`config.mk`:
```
export PLATFORM = sky130hd
export DESIGN_NAME = keypad_scan_flat
export DESIGN_NICKNAME = d
export VERILOG_FILES = /design/src/rtl/keypad_pkg.sv /design/src/rtl/keypad_scan_if.sv /design/src/rtl/keypad_scan_sync_2ff.sv /design/src/rtl/keypad_scan.sv /design/src/flat_wrapper.sv
export SDC_FILE = /design/constraint.sdc
export NUM_CORES = 1
export LEC_CHECK = 0
export ABC_AREA = 1
export CAP_MARGIN = 25
export CORE_AREA = 2 2 68 70
export CTS_BUF_LIST = sky130_fd_sc_hd__clkbuf_8
export DETAILED_ROUTE_END_ITERATION = 16
export DIE_AREA = 0 0 70 72
export PLACE_DENSITY = 0.77
export SYNTH_ARGS = -nofsm -noshare
export SYNTH_HDL_FRONTEND = slang
export SYNTH_SLANG_ARGS = --single-unit
export TNS_END_PERCENT = 1
```
`constraint.sdc`:
```
create_clock -name clk -period 2.41 [get_ports clk]
set_input_delay 0.482 -clock clk [delete_from_list [all_inputs] [get_ports clk]]
set_output_delay 0.482 -clock clk [all_outputs]
set_load 0.05 [all_outputs]
```
`src/rtl/keypad_pkg.sv`:
```
`default_nettype none
// ------------------------------------------------------------------
// keypad_pkg : scanner state encoding, key map and row decode helpers
// Rev 1.0
// ------------------------------------------------------------------
package keypad_pkg;

    typedef enum logic [1:0] {
        SCAN       = 2'd0,
        DEBOUNCE_P = 2'd1,
        PRESSED    = 2'd2,
        DEBOUNCE_R = 2'd3
    } state_t;

    // Indexed [row][col]
    localparam logic [3:0] c_keymap [4][4] = '{
        '{4'h1, 4'h2, 4'h3, 4'hA},
        '{4'h4, 4'h5, 4'h6, 4'hB},
        '{4'h7, 4'h8, 4'h9, 4'hC},
        '{4'hE, 4'h0, 4'hF, 4'hD}
    };

    function automatic logic one_low(input logic [3:0] rows);
        return ($countones(~rows) == 1);
    endfunction

    function automatic logic [1:0] low_index(input logic [3:0] rows);
        logic [1:0] idx;
        idx = 2'd0;
        for (int i = 0; i < 4; i++) begin
            if (!rows[i]) idx = i[1:0];
        end
        return idx;
    endfunction

endpackage
`default_nettype wire

```
`src/rtl/keypad_scan_if.sv`:
```
`default_nettype none
// ------------------------------------------------------------------
// keypad_scan_if : keypad pins and decoded digit outputs
// Rev 1.0
// ------------------------------------------------------------------
interface keypad_scan_if;
    logic [3:0] rows;
    logic [3:0] cols;
    logic [3:0] value1;
    logic [3:0] value2;
    logic       key_valid;

    modport master (input rows, output cols, output value1, output value2, output key_valid);
    modport slave  (output rows, input cols, input value1, input value2, input key_valid);
endinterface
`default_nettype wire

```
`src/rtl/keypad_scan_sync_2ff.sv`:
```
`default_nettype none
// ------------------------------------------------------------------
// sync_2ff : two-flop synchronizer with parameterised reset value
// Rev 1.0
// ------------------------------------------------------------------
module sync_2ff #(
    parameter int               WIDTH     = 4,
    parameter logic [WIDTH-1:0] RESET_VAL = '1
) (
    input  wire logic             clk,
    input  wire logic             reset,
    input  wire logic [WIDTH-1:0] d,
    output logic      [WIDTH-1:0] q
);
    logic [WIDTH-1:0] r_meta;
    logic [WIDTH-1:0] r_sync;

    always_ff @(posedge clk) begin
        if (reset) begin
            r_meta <= RESET_VAL;
            r_sync <= RESET_VAL;
        end else begin
            r_meta <= d;
            r_sync <= r_meta;
        end
    end

    assign q = r_sync;
endmodule
`default_nettype wire

```
`src/rtl/keypad_scan.sv`:
```
`default_nettype none
// ------------------------------------------------------------------
// keypad_scan : 4x4 keypad column scanner with press/release debounce
// Rev 1.0
// ------------------------------------------------------------------
import keypad_pkg::*;

module keypad_scan #(
    parameter int SCAN_DIV     = 16,
    parameter int DEBOUNCE_CNT = 20000
) (
    input  wire logic      clk,
    input  wire logic      reset,
    keypad_scan_if.master  kp
);
    localparam int DIV_W = $clog2(SCAN_DIV);
    localparam int DEB_W = $clog2(DEBOUNCE_CNT);

    state_t             r_state;
    state_t             w_state_next;
    logic [DIV_W-1:0]   r_div;
    logic [DEB_W-1:0]   r_deb;
    logic [1:0]         r_col;
    logic [1:0]         r_row;
    logic [3:0]         r_pat;
    logic [3:0]         r_value1;
    logic [3:0]         r_value2;
    logic               r_key_valid;
    logic [3:0]         w_rows_s;
    logic               w_dwell_done;
    logic               w_one_low;
    logic               w_match;
    logic               w_deb_done;
    logic               w_released;
    logic               w_capture;
    logic               w_advance;
    logic               w_register;
    logic [3:0]         w_cols;

    sync_2ff #(.WIDTH(4), .RESET_VAL(4'b1111)) u_rows_sync (
        .clk   (clk),
        .reset (reset),
        .d     (kp.rows),
        .q     (w_rows_s)
    );

    assign w_dwell_done = (r_div == DIV_W'(SCAN_DIV - 1));
    assign w_one_low    = one_low(w_rows_s);
    assign w_match      = (w_rows_s == r_pat);
    assign w_deb_done   = (r_deb == DEB_W'(DEBOUNCE_CNT - 1));
    assign w_released   = (w_rows_s == 4'b1111);

    always_ff @(posedge clk) begin
        if (reset) r_state <= SCAN;
        else       r_state <= w_state_next;
    end

    always_comb begin
        w_state_next = r_state;
        case (r_state)
            SCAN:       if (w_dwell_done && w_one_low) w_state_next = DEBOUNCE_P;
            DEBOUNCE_P: if (!w_match)                  w_state_next = SCAN;
                        else if (w_deb_done)           w_state_next = PRESSED;
            PRESSED:    if (w_released)                w_state_next = DEBOUNCE_R;
            DEBOUNCE_R: if (!w_released)               w_state_next = PRESSED;
                        else if (w_deb_done)           w_state_next = SCAN;
            default:                                   w_state_next = SCAN;
        endcase
    end

    // The column only moves while scanning or when a debounce attempt ends;
    // it stays locked from capture through release so chords cannot alias.
    always_comb begin
        w_capture  = (r_state == SCAN) && w_dwell_done && w_one_low;
        w_advance  = ((r_state == SCAN)       && w_dwell_done && !w_one_low) ||
                     ((r_state == DEBOUNCE_P) && !w_match) ||
                     ((r_state == DEBOUNCE_R) && w_released && w_deb_done);
        w_register = (r_state == DEBOUNCE_P) && w_match && w_deb_done;
        w_cols     = ~(4'b0001 << r_col);
    end

    always_ff @(posedge clk) begin
        if (reset) begin
            r_div       <= '0;
            r_deb       <= '0;
            r_col       <= 2'd0;
            r_row       <= 2'd0;
            r_pat       <= 4'b1111;
            r_value1    <= 4'h0;
            r_value2    <= 4'h0;
            r_key_valid <= 1'b0;
        end else begin
            r_key_valid <= w_register;

            if (r_state != SCAN || w_dwell_done) r_div <= '0;
            else                                 r_div <= r_div + 1'b1;

            if (w_state_next != r_state)
                r_deb <= '0;
            else if (r_state == DEBOUNCE_P || r_state == DEBOUNCE_R)
                r_deb <= r_deb + 1'b1;

            if (w_advance) r_col <= r_col + 2'd1;

            if (w_capture) begin
                r_row <= low_index(w_rows_s);
                r_pat <= w_rows_s;
            end

            if (w_register) begin
                r_value1 <= r_value2;
                r_value2 <= c_keymap[r_row][r_col];
            end
        end
    end

    assign kp.cols      = w_cols;
    assign kp.value1    = r_value1;
    assign kp.value2    = r_value2;
    assign kp.key_valid = r_key_valid;
endmodule
`default_nettype wire

```
`src/flat_wrapper.sv`:
```
// flat-port wrapper written by rule: the top's interface ports become plain ports
module keypad_scan_flat 
#(
    parameter int SCAN_DIV     = 16,
    parameter int DEBOUNCE_CNT = 20000
)
  (clk, reset, kp_rows, kp_cols, kp_value1, kp_value2, kp_key_valid);
  keypad_scan_if kp_i ();
  input  wire logic clk;
  input  wire logic reset;
  input wire logic [$bits(kp_i.rows)-1:0] kp_rows;
  output wire logic [$bits(kp_i.cols)-1:0] kp_cols;
  output wire logic [$bits(kp_i.value1)-1:0] kp_value1;
  output wire logic [$bits(kp_i.value2)-1:0] kp_value2;
  output wire logic [$bits(kp_i.key_valid)-1:0] kp_key_valid;
  assign kp_i.rows = kp_rows;
  assign kp_cols = kp_i.cols;
  assign kp_value1 = kp_i.value1;
  assign kp_value2 = kp_i.value2;
  assign kp_key_valid = kp_i.key_valid;
  keypad_scan #(.SCAN_DIV(SCAN_DIV), .DEBOUNCE_CNT(DEBOUNCE_CNT)) u_core (.clk(clk), .reset(reset), .kp(kp_i));
endmodule
```
==> out/summary.txt <==
register area - 922.1 um2
status - finished clean
share of cells above drive strength 1 - 0.1682
Crit path largest cell delay - 790 ps
Area after DPL - 2502 um2
Detail Placement HPWL - 2931 um
H-tree levels - 2
DR WL met2 - 1765 um
Pins Over Slew Limit - 0
Synth area leader - dfxtp_1
hold slack - 411.9 ps
Area leader share - 0.4051
die area - 5040 um2
Root Driver - clkbuf_8
Worst Skew - 9.950 ps
post-synthesis net count - 314
CP delay by family, top - buffers and inverters
Nets - 338
most frequent cell after synthesis - nand2_1
CP endpoint - kp_cols[3]
Slew @ Worst Pin - 507.5 ps
Max stage delay cell, worst path - clkdlybuf4s50_1
DRC violations left - 0
GRT Total Usage - 0.1737
CP required - 1930 ps
WP depth - 3
number of fill cells - 398
Latency at later pin - 300 ps
Ports - 19
Layout area overhead - 15.19%
routed vias - 1831
initial antenna violation count - 0
Hold Path Stages - 1
CTS Buffer Depth - 2
Cells after Synth - 296
Synth Flop Type - dfxtp_1
die y size - 72 um
CTS Buf Count - 5
Total Wirelength - 4057 um
Reg clk slew, reported paths - 80 ps
n_diodes - 0
Crit. End Element - output port
CTS tree - built
critical path launch point type - register
final hold violation count - 0
Final Instance Count excl. Fillers - 373
CTS Sinks - 46
number of global-route vias before repair - 1636
M1 WL - 2003 um
drt wl/cell - 10.88 um
largest net degree at the start of global routing - 14
Leak - 1.200 nW
Synth top cells by count - 64 x nand2_1, 46 x dfxtp_1, 37 x inv_1
FFs w/ async S/R, synth - 0
Final Critical Period - 2264 ps
Worst Reg2Reg Path Length in Cells - 10
CP startpoint - u_core.r_col[0]$_SDFFE_PP0P_
sequential area share after synthesis - 0.4051
Post-Place Cells - 364
Die Wd - 70 um
number of DRC markers in iteration 0 - 73
final setup fails - 0
worst r2r dst - u_core.r_row[0]$_SDFFE_PP0P_
RD Place Congestion - 0.8861
Log Warnings - 31
Yosys reg bits - 46
Remaining Overflow, GRT - 0
Init Core Util - 0.5332
critical path data arrival time - 1780 ps
post-synth cell types - 32
Hold/Removal Path Class - register to register
f_max - 0.4417 GHz
worst-path maximum fanout - 10
critical-path cell list - ha_1 > inv_1 > clkdlybuf4s50_1
CP Buf/Inv Count - 2
max cap viols - 0
global-route wire length before repair - 7072 um
Max Used Layer - met4
r2r setup slk - 190 ps
mapped cell area - 2273 um2
MI comb area - 1186 um2
CP Class - register to output port
antenna-violating nets left - 0
I/O Buffers - 18
Worst R2R Start - u_core.u_rows_sync.q[1]$_SDFF_PP1_
DRT Pass-1 Iters - 4
RSZ-0062 raised after global routing - no
postcts setup bufs - 0
Avg Cell Area, Syn - 7.681 um2
relative slew slack - 0.6606
yosys stat area - 2273 um2
yosys warns - 0
Cell Pwr Density - 500.2 nW/um2
yosys cell count - 296
peak supply drop - 0.3295 mV
vias per std cell - 4.909
number of enable flip-flop cells - 0
WL met3 - 161 um
Setup TNS - 0 ps
largest cells by area after synthesis - dfxtp_1 41%, nand2_1 11%, inv_1 6.1%, ha_1 6.1%, nor2_1 5.3%
cts hold-fix bufs - 0
period utilisation layout - 0.9394
[area by class of cell]
type,instances,area share
Multi-Input combinational cell,205,0.4529
Sequential cell,46,0.3521
Timing Repair Buffer,22,0.07788
Inverter,40,0.05733
Clock buffer,6,0.03153
Tap cell,52,0.02484
Clock inverter,2,0.003344
[kinds of logic (layout without fill, tap and decap cells)]
kind of cell,after synthesis,count (layout),synth area share
buffers and inverters,46,70,0.08420
adders and majority gates,12,12,0.06934
xor gates and xnor gates,11,11,0.04238
and+or+nand+nor,156,157,0.3330
muxes,1,1,0.004403
AOI/OAI and AO/OA,24,24,0.06164
DFF,46,46,0.4051
[how the worst min path moves through the flow]
stage | from | end | slack, ps
after floorplan | u_core.u_rows_sync.r_meta[0]$_SDFF_PP1_ | u_core.u_rows_sync.q[0]$_SDFF_PP1_ | 390
after detailed placement | u_core.u_rows_sync.r_meta[3]$_SDFF_PP1_ | u_core.u_rows_sync.q[3]$_SDFF_PP1_ | 390
after CTS | u_core.u_rows_sync.r_meta[3]$_SDFF_PP1_ | u_core.u_rows_sync.q[3]$_SDFF_PP1_ | 410
after global routing | u_core.u_rows_sync.r_meta[1]$_SDFF_PP1_ | u_core.u_rows_sync.q[1]$_SDFF_PP1_ | 440
after global placement | u_core.u_rows_sync.r_meta[3]$_SDFF_PP1_ | u_core.u_rows_sync.q[3]$_SDFF_PP1_ | 390
final | u_core.u_rows_sync.r_meta[3]$_SDFF_PP1_ | u_core.u_rows_sync.q[3]$_SDFF_PP1_ | 410
[layer usage]
layer / vias to the layer above / GRT usage
met5: - / 0
met4: 0 / 0.09188
met3: 12 / 0.04306
met2: 42 / 0.2720
met1: 806 / 0.2233
li1: 971 / -
[report_power, final]
group | internal (mW) | switching [mW]
Clock | 0.227 | 0.243
Sequential | 0.770 | 0.00589
Combinational | 0.0280 | 0.0356
[registers in the layout, indices dropped and copies added (netlist names), 2 cells and up]
| name | flops |
|---|---|
| u_core.u_rows_sync.q | 4 |
| u_core.r_row | 2 |
| u_core.r_deb | 15 |
| u_core.kp.value1 | 4 |
| u_core.u_rows_sync.r_meta | 4 |
| u_core.r_div | 4 |
| u_core.kp.value2 | 4 |
| u_core.r_pat | 4 |
| u_core.r_state | 2 |
| u_core.r_col | 2 |
[through the flow]
step / setup slack (ps) / total power, mW
floorplan: 124.6 / 0.8335
global placement: 103.8 / 0.8513
detailed placement: -0.9224 / 0.8530
CTS: 14.45 / 1.323
global route: 14.41 / 1.366
finish: 146.2 / 1.310
[repair_timing]
action / in CTS / in global routing
resized: 2 / 4
pin swaps: 1 / 1
endpoints found under the setup margin: 8 / 23
gates cloned: 1 / 0
[placed cells by master (no fill, tap or decap), types with 6 or more instances in the layout]
cell type / synthesis / layout
nand2_1: 64 / 63
a21oi_1: 9 / 9
buf_4: 1 / 6
dfxtp_1: 46 / 45
nor2_1: 32 / 32
inv_1: 37 / 38
or2_2: 10 / 10
ha_1: 11 / 11
xor2_1: 6 / 6
nor2_2: 12 / 12
nand3_1: 18 / 18
clkdlybuf4s50_1: 0 / 15
clkbuf_8: 0 / 6
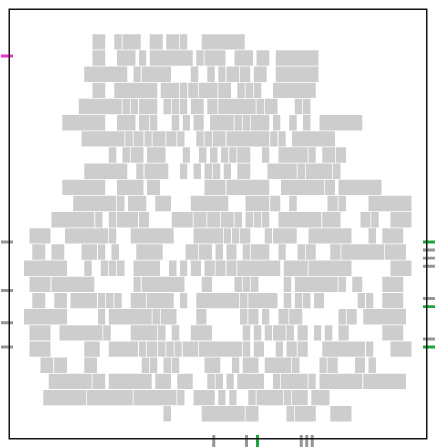
*I/O pins on the die edge*
Pins as bars across the die edge, other pins in grey.
`kp_value2`: in green, pins 4, direction output, edge 3 right, 1 bottom. `clk`: in magenta, pins 1, direction input, edge left.

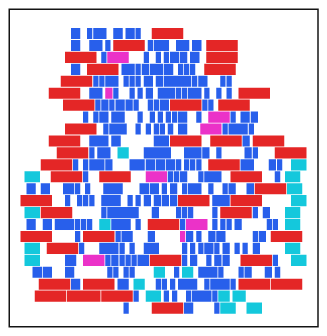
*Cell classes on the final placement*
clock drivers and dummy loads: in magenta, cells 8, share of their area 3.6%. all other logic: in blue, cells 245, share of their area 52%. other buffers and delay cells: in cyan, cells 22, share of their area 8.0%. flops: in red, cells 46, share of their area 36%.
final cell utilization of the core: 0.6141
final instance area: 2619 um2
core area: 4264 um2
Row Count: 24
proportion of cell area occupied by registers: 0.3521

Power figures rest on the tool's default switching activity, not on a simulated workload.
